**Placement by cell class**

The bar under the picture is 20 um long.
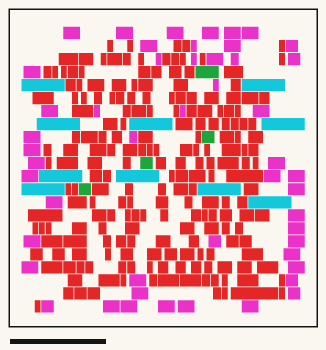
**Sizing map**

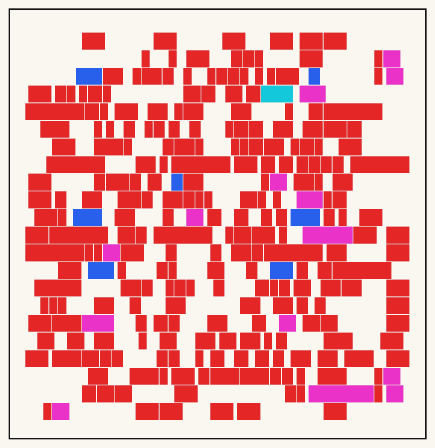
**Routing congestion**

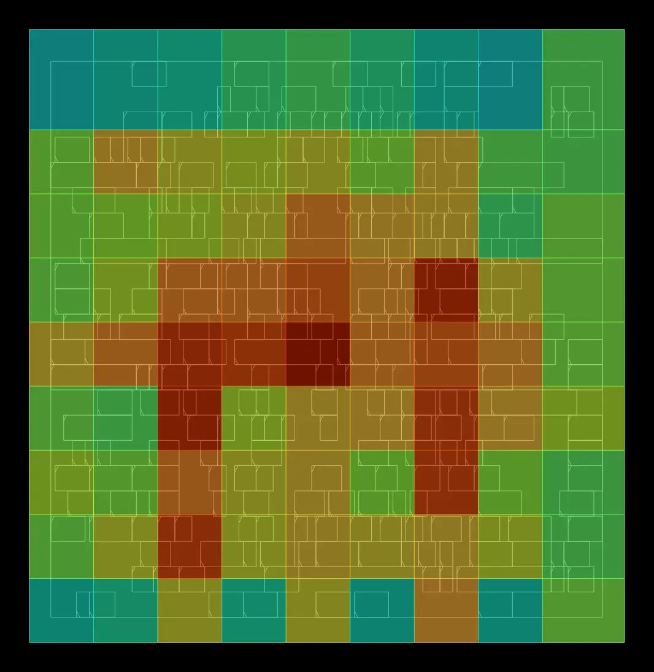
**Routed metal per tile**

The bar under the picture is 20 um long. 13 x 13 tiles, from dark purple (low) to yellow (high), scaled to the fullest tile. Values are wire area over tile area, all layers added.
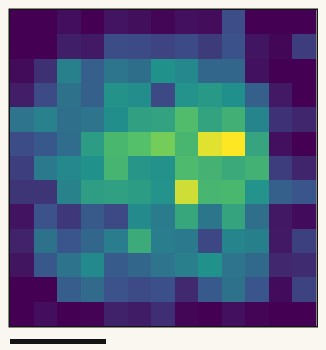
**Port wiring**

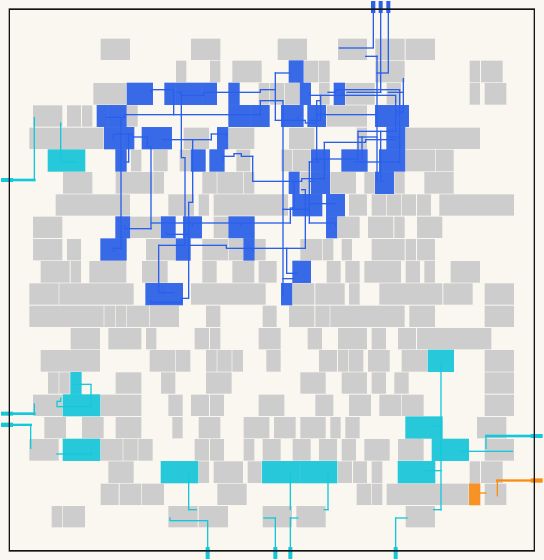
### src/rtl/pc_pkg.sv
// Shared types and default widths for the program-counter unit and its decode partner.
// The op encoding is fixed: decode drives these 3-bit values directly.
package pc_pkg;

    typedef enum logic [2:0] {
        NEXT = 3'd0,
        JMP  = 3'd1,
        BEQZ = 3'd2,
        BNEZ = 3'd3,
        BREL = 3'd4,
        CALL = 3'd5,
        RET  = 3'd6,
        HOLD = 3'd7
    } pc_op_t;

    localparam int PC_W_DEF       = 10;
    localparam int TGT_W_DEF      = 16;
    localparam int OFF_W_DEF      = 8;
    localparam int STACK_D_DEF    = 4;
    localparam int START_ADDR_DEF = 0;
    localparam int HALT_ADDR_DEF  = 63;

    // Branch condition for the conditional ops; unconditional ops report taken.
    function automatic logic cond_taken(input pc_op_t op, input logic zero);
        logic taken;
        taken = 1'b1;
        case (op)
            BEQZ:    taken = zero;
            BNEZ:    taken = !zero;
            BREL:    taken = zero;
            default: taken = 1'b1;
        endcase
        return taken;
    endfunction

endpackage

### src/rtl/pc_ras.sv
// Return-address stack: a small LIFO with depth tracking.
// Push when full and pop when empty are ignored; the caller flags those cases.
module pc_ras #(
    parameter int DEPTH = 4,
    parameter int W     = 10
) (
    input  logic                         clk,
    input  logic                         rst_n,
    input  logic                         i_push,
    input  logic                         i_pop,
    input  logic [W-1:0]                 i_data,
    output logic [W-1:0]                 o_top,
    output logic [$clog2(DEPTH+1)-1:0]   o_depth,
    output logic                         o_full,
    output logic                         o_empty
);

    localparam int DW = $clog2(DEPTH + 1);
    localparam int IW = (DEPTH > 1) ? $clog2(DEPTH) : 1;

    logic [W-1:0]  r_mem [DEPTH];
    logic [DW-1:0] r_depth;
    logic [IW-1:0] w_wr_idx;
    logic [IW-1:0] w_top_idx;
    logic          w_do_push;
    logic          w_do_pop;

    assign o_full    = (r_depth == DW'(DEPTH));
    assign o_empty   = (r_depth == '0);
    assign o_depth   = r_depth;
    assign w_do_push = i_push && !o_full;
    assign w_do_pop  = i_pop && !o_empty && !i_push;

    assign w_wr_idx  = IW'(r_depth);
    assign w_top_idx = o_empty ? '0 : IW'(r_depth - 1'b1);
    assign o_top     = r_mem[w_top_idx];

    always_ff @(posedge clk or negedge rst_n) begin
        if (!rst_n) begin
            r_depth <= '0;
        end else if (w_do_push) begin
            r_depth <= r_depth + 1'b1;
        end else if (w_do_pop) begin
            r_depth <= r_depth - 1'b1;
        end
    end

    // Entries are not reset: depth alone defines which ones are valid.
    always_ff @(posedge clk) begin
        if (w_do_push) begin
            r_mem[w_wr_idx] <= i_data;
        end
    end

endmodule

### src/rtl/pc_unit.sv
// Program counter with jumps, conditional/relative branches and halt-address freeze.
// Define PC_RAS_EN to add call/return through a return-address stack; otherwise CALL=JMP, RET=NEXT.
module pc_unit
    import pc_pkg::*;
#(
    parameter int PC_W       = PC_W_DEF,
    parameter int TGT_W      = TGT_W_DEF,
    parameter int OFF_W      = OFF_W_DEF,
    parameter int STACK_D    = STACK_D_DEF,
    parameter int START_ADDR = START_ADDR_DEF,
    parameter int HALT_ADDR  = HALT_ADDR_DEF
) (
    input  logic                           CLK,
    input  logic                           init_n,
    input  logic                           halt_req,
    input  logic [2:0]                     op,
    input  logic                           ALU_zero,
    input  logic [TGT_W-1:0]               Target,
    input  logic [OFF_W-1:0]               Offset,
    output logic [PC_W-1:0]                PC,
    output logic                           done,
    output logic [$clog2(STACK_D+1)-1:0]   ras_depth,
    output logic                           ras_ovf,
    output logic                           ras_unf
);

    logic [PC_W-1:0] r_pc;
    logic [PC_W-1:0] w_inc;
    logic [PC_W-1:0] w_tgt;
    logic [PC_W-1:0] w_rel;
    logic [PC_W-1:0] w_pc_nxt;
    logic            w_taken;
    logic            w_freeze;
    pc_op_t          w_op;

    assign w_op     = pc_op_t'(op);
    assign w_inc    = r_pc + 1'b1;
    assign w_tgt    = Target[PC_W-1:0];
    assign w_rel    = r_pc + PC_W'($signed(Offset));
    assign w_taken  = cond_taken(w_op, ALU_zero);
    assign done     = (r_pc == PC_W'(HALT_ADDR));
    assign w_freeze = done || halt_req;
    assign PC       = r_pc;

    generate
        if (TGT_W > PC_W) begin : g_tgt_hi
            logic w_unused_tgt_hi;
            assign w_unused_tgt_hi = ^Target[TGT_W-1:PC_W];
        end
    endgenerate

`ifdef PC_RAS_EN
    logic                           w_push;
    logic                           w_pop;
    logic                           w_set_ovf;
    logic                           w_set_unf;
    logic                           w_ras_full;
    logic                           w_ras_empty;
    logic [PC_W-1:0]                w_ras_top;
    logic [$clog2(STACK_D+1)-1:0]   w_ras_depth;
    logic                           r_ovf;
    logic                           r_unf;

    pc_ras #(
        .DEPTH (STACK_D),
        .W     (PC_W)
    ) u_ras (
        .clk     (CLK),
        .rst_n   (init_n),
        .i_push  (w_push),
        .i_pop   (w_pop),
        .i_data  (w_inc),
        .o_top   (w_ras_top),
        .o_depth (w_ras_depth),
        .o_full  (w_ras_full),
        .o_empty (w_ras_empty)
    );

    always_ff @(posedge CLK or negedge init_n) begin
        if (!init_n) begin
            r_ovf <= 1'b0;
            r_unf <= 1'b0;
        end else begin
            if (w_set_ovf) r_ovf <= 1'b1;
            if (w_set_unf) r_unf <= 1'b1;
        end
    end

    assign ras_depth = w_ras_depth;
    assign ras_ovf   = r_ovf;
    assign ras_unf   = r_unf;
`else
    assign ras_depth = '0;
    assign ras_ovf   = 1'b0;
    assign ras_unf   = 1'b0;
`endif

    always_comb begin
        w_pc_nxt = r_pc;
`ifdef PC_RAS_EN
        w_push    = 1'b0;
        w_pop     = 1'b0;
        w_set_ovf = 1'b0;
        w_set_unf = 1'b0;
`endif
        if (!w_freeze) begin
            case (w_op)
                NEXT:       w_pc_nxt = w_inc;
                JMP:        w_pc_nxt = w_tgt;
                BEQZ, BNEZ: w_pc_nxt = w_taken ? w_tgt : w_inc;
                BREL:       w_pc_nxt = w_taken ? w_rel : w_inc;
                CALL: begin
                    // A full stack still takes the jump; the return address is lost.
                    w_pc_nxt = w_tgt;
`ifdef PC_RAS_EN
                    if (w_ras_full) w_set_ovf = 1'b1;
                    else            w_push    = 1'b1;
`endif
                end
                RET: begin
`ifdef PC_RAS_EN
                    if (w_ras_empty) begin
                        w_set_unf = 1'b1;
                        w_pc_nxt  = w_inc;
                    end else begin
                        w_pop    = 1'b1;
                        w_pc_nxt = w_ras_top;
                    end
`else
                    w_pc_nxt = w_inc;
`endif
                end
                HOLD:    w_pc_nxt = r_pc;
                default: w_pc_nxt = r_pc;
            endcase
        end
    end

    always_ff @(posedge CLK or negedge init_n) begin
        if (!init_n) begin
            r_pc <= PC_W'(START_ADDR);
        end else begin
            r_pc <= w_pc_nxt;
        end
    end

endmodule

### config.mk
export PLATFORM = sky130hd
export DESIGN_NAME = pc_unit
export DESIGN_NICKNAME = d
export VERILOG_FILES = /design/src/rtl/pc_pkg.sv /design/src/rtl/pc_ras.sv /design/src/rtl/pc_unit.sv
export SDC_FILE = /design/constraint.sdc
export NUM_CORES = 1
export LEC_CHECK = 0
export CORE_AREA = 2 2 62 64
export DETAILED_ROUTE_END_ITERATION = 10
export DIE_AREA = 0 0 64 66
export GPL_TIMING_DRIVEN = 0
export PLACE_DENSITY_LB_ADDON = 0.05
export SLEW_MARGIN = 40
export SYNTH_ARGS = -nofsm -noshare
export SYNTH_HDL_FRONTEND = slang
export SYNTH_HIERARCHICAL = 1
export SYNTH_SLANG_ARGS = --single-unit
### constraint.sdc
create_clock -name CLK -period 5.4 [get_ports CLK]
set_input_delay 0.81 -clock CLK [delete_from_list [all_inputs] [get_ports CLK]]
set_output_delay 0.81 -clock CLK [all_outputs]
set_load 0.01 [all_outputs]
==> impl_metrics.env <==
# yosys + openroad results
export IMPL_status="finished, final reports clean"
export IMPL_via_per_inst=5.837
export IMPL_max_cap_viol_count=0
export IMPL_ys_area_um2=1667
export IMPL_period_needed_ns=2.937
export IMPL_p_leak_nw=0.8326
export IMPL_fin_skew_ns=0.004091
export IMPL_reg2reg_to="PC[8]$_DFFE_PN0P_"
export IMPL_totalNegativeSetupSlack_ns=0
export IMPL_final_nonclk_buf_share=0.2011
export IMPL_path_class="in2reg"
export IMPL_arrival_ns=3.12
export IMPL_rows=22
export IMPL_cp_top_family="AND-OR/OR-AND gates"
export IMPL_cts_buffer_depth=2
export IMPL_min_to="PC[5]$_DFFE_PN0P_"
export IMPL_min_path_type="reg2reg"
export IMPL_antenna_cells=0
export IMPL_p_sw_frac=0.4478
export IMPL_intPower_mw=0.2948
export IMPL_drc=0
export IMPL_area_growth_pct=27.70
export IMPL_crit_end="PC[8]$_DFFE_PN0P_"
export IMPL_grt_max_degree=11
export IMPL_pwr_density_cell_nw_per_um2=250.8
export IMPL_setup_slack_ns=2.463
export IMPL_grt_pass1_wl_um=8473
export IMPL_antenna_found_initial=0
export IMPL_cts_sinks=10
export IMPL_yosysSeqAreaShare=0.1502
export IMPL_ff_type="dfrtp_1"
export IMPL_cts_tree="yes"
export IMPL_rsz0062_at_grt="no"
export IMPL_comb_share=0.6220
export IMPL_fp_util=0.4693
export IMPL_gp_congestion=0.8878
export IMPL_vias=1827
export IMPL_slew_viol_final=0
export IMPL_die_w_um=64
export IMPL_whs_ns=0.6369
export IMPL_largest_class="logic gates"
export IMPL_setup_violations_final=0
export IMPL_cts_setup_buffers=0
export IMPL_ys_types=54
export IMPL_nFillCells=333
export IMPL_mux_area_frac=0.03153
export IMPL_hp_start="PC[5]$_DFFE_PN0P_"
export IMPL_synth_warnings=6
export IMPL_htreeDepth=1
export IMPL_dp_slack_ns=2.168
export IMPL_overflow=0
export IMPL_ys_cells=222
export IMPL_topCellsByArea="dfrtp_1 15%, ha_1 7.5%, o21ai_0 5.4%"
export IMPL_netlist_area_leader_share=0.1502
export IMPL_r2r_slack_ns=3.03
export IMPL_reg2regPathDepth=9
export IMPL_switching_power_mw=0.2391
export IMPL_syn_area_per_cell_um2=7.507
export IMPL_combPwrFrac=0.623
export IMPL_slowest_delay_ns=0.46
export IMPL_flops=10
export IMPL_placed_cell_area_um2=2092
export IMPL_logic_family="AND-OR/OR-AND gates"
export IMPL_crit_cells=10
export IMPL_worstHoldPathCells=2
export IMPL_clock_latency_ns=0.29
export IMPL_largest_reg_flops=10
export IMPL_coreArea_um2=3551
export IMPL_wire_per_inst_um=15.88
export IMPL_seq_share=0.1176
export IMPL_fin_area_um2=2128
export IMPL_cts_clk_slew_worst_paths_ns=0.08
export IMPL_final_nets=308
export IMPL_ios=47
export IMPL_dr_pass1_iters=4
export IMPL_final_comb_area_um2=1324
export IMPL_critPathLaunch="Offset[0]"
export IMPL_common_cells="23 x nor2_1, 18 x o21ai_0, 16 x nand2_1, 14 x a21oi_1, 11 x nand3_1"
export IMPL_largest_area_cell="dfrtp_1"
export IMPL_nNonClkInverters=8
export IMPL_die_h_um=66
export IMPL_hold_buffers=0
export IMPL_nMultiInputCombCells=194
export IMPL_r2r_start="PC[0]$_DFFE_PN0P_"
export IMPL_grt_pass1_vias=1799
export IMPL_hpwl_um=3822
export IMPL_nClkBuffers=4
export IMPL_die_area_um2=4224
export IMPL_crit_path_top_delay_cell="clkdlybuf4s50_1"
export IMPL_routed_wl_um=4969
export IMPL_worstSetupStartpointType="input port"
export IMPL_worstPathRequired_ns=5.58
export IMPL_drt_iter0_drc=112
export IMPL_p_seq_frac=0.236
export IMPL_critPathBufInv=2
export IMPL_synthAdderAreaFrac=0.09309
export IMPL_lay_top_cells="35 x clkdlybuf4s50_1, 23 x nor2_1, 18 x o21ai_0"
export IMPL_ys_flops=10
export IMPL_root_buffer="clkbuf_4"
export IMPL_synthXorXnorAreaFrac=0.08408
export IMPL_warning_count=32
export IMPL_tap_cells=48
export IMPL_clock_tree_area_fraction=0.01705
export IMPL_pwr_share_clk=0.141
export IMPL_n_all_buffers=49
export IMPL_cts_made_buffers=3
export IMPL_postRouteAntennaNets=0
export IMPL_synthAoiAreaFrac=0.3251
export IMPL_numPortBuffers=35
export IMPL_ff_latch_area_um2=250.2
export IMPL_post_cts_resized=0
export IMPL_grt_use_total=0.2552
export IMPL_ys_sh_simple=0.2492
export IMPL_relSlewSlack=0.6008
export IMPL_period_used=0.5438
export IMPL_vdd_drop_max_v=0.0001477
export IMPL_max_freq_mhz=340.5
export IMPL_crit_fanout=3
export IMPL_async_flop_share=1.000
export IMPL_worst_pin_slew_ns=0.5904
export IMPL_path_cells="clkdlybuf4s50_1, ha_1, inv_1, fa_1, nor2b_4, o31a_1, o21a_1, o41ai_4, xnor2_1, a311o_1"
export IMPL_synth_area_um2=1667
export IMPL_lay_top_count="clkdlybuf4s50_1"
export IMPL_cp_end_kind="flop"
export IMPL_syn_instance_count=222
export IMPL_drive_gt1_frac=0.08302
export IMPL_hold_viol_final=0
export IMPL_synth_edff_count=0
export IMPL_most_common_cell="nor2_1"
-- 'placement by cell class' (at the start) --
legend:
  remaining buffers and delay cells:
    color: magenta
    cells: 49
  clock drivers and dummy loads:
    color: green
    cells: 4
  remaining logic cells:
    color: red
    cells: 202
  registers:
    color: cyan
    cells: 10

-- 'sizing map' (at the start) --
legend:
  x2:
    color: blue
    cells: 7
    share: 2.6%
  x6 and larger:
    color: cyan
    cells: 1
    share: 0.38%
    most_used: clkbuf_8
  x1 and smaller:
    color: red
    cells: 243
    share: 92%
    most_used: clkdlybuf4s50_1
  x3 and x4:
    color: magenta
    cells: 14
    share: 5.3%
    most_used: buf_4

-- 'routing congestion' (at the start) --
GR peak layer: met2
Core Util, Final: 0.5994

-- 'routed metal per tile' (at the start) --
tiles over half the peak: 21%
fullest tile: 0.62
densest ninth of the die: center
mean over tiles: 0.18
nearly empty tiles: 14%

-- 'port wiring' (at the start) --
legend:
  `ras_unf`:
    color: orange
    bits: 1
    direction: output
    end_cells: 1
    buffers: 1
    wire: 6.80 um
  `op`:
    color: blue
    bits: 3
    direction: input
    end_cells: 43
    buffers: 8
    wire: 430 um
  `Offset`:
    color: cyan
    bits: 8
    direction: input
    end_cells: 11
    buffers: 8
    wire: 113 um

## layer usage
layer	up-vias	wire (um)	global-route usage
met1	851	2365	0.3490
met4	0	47	0.04076
li1	911	-	-
met5	-	0	0
met2	59	2319	0.4271
met3	6	237	0.04259
## power groups by stage
stage | sequential (mW) | clock (mW) | combinational, mW
floorplan | 0.123 | 0 | 0.223
global placement | 0.127 | 0 | 0.328
detailed placement | 0.127 | 0 | 0.329
CTS | 0.126 | 0.0747 | 0.331
global route | 0.128 | 0.0777 | 0.367
finish | 0.126 | 0.0754 | 0.333
## stage by stage
stage,power (mW),cells
2_1_floorplan,0.3459,226
3_3_place_gp,0.4556,309
3_5_place_dp,0.4566,309
4_1_cts,0.5316,313
5_1_grt,0.5731,313
6_report,0.5339,313
Power and IR drop assume default switching activity.
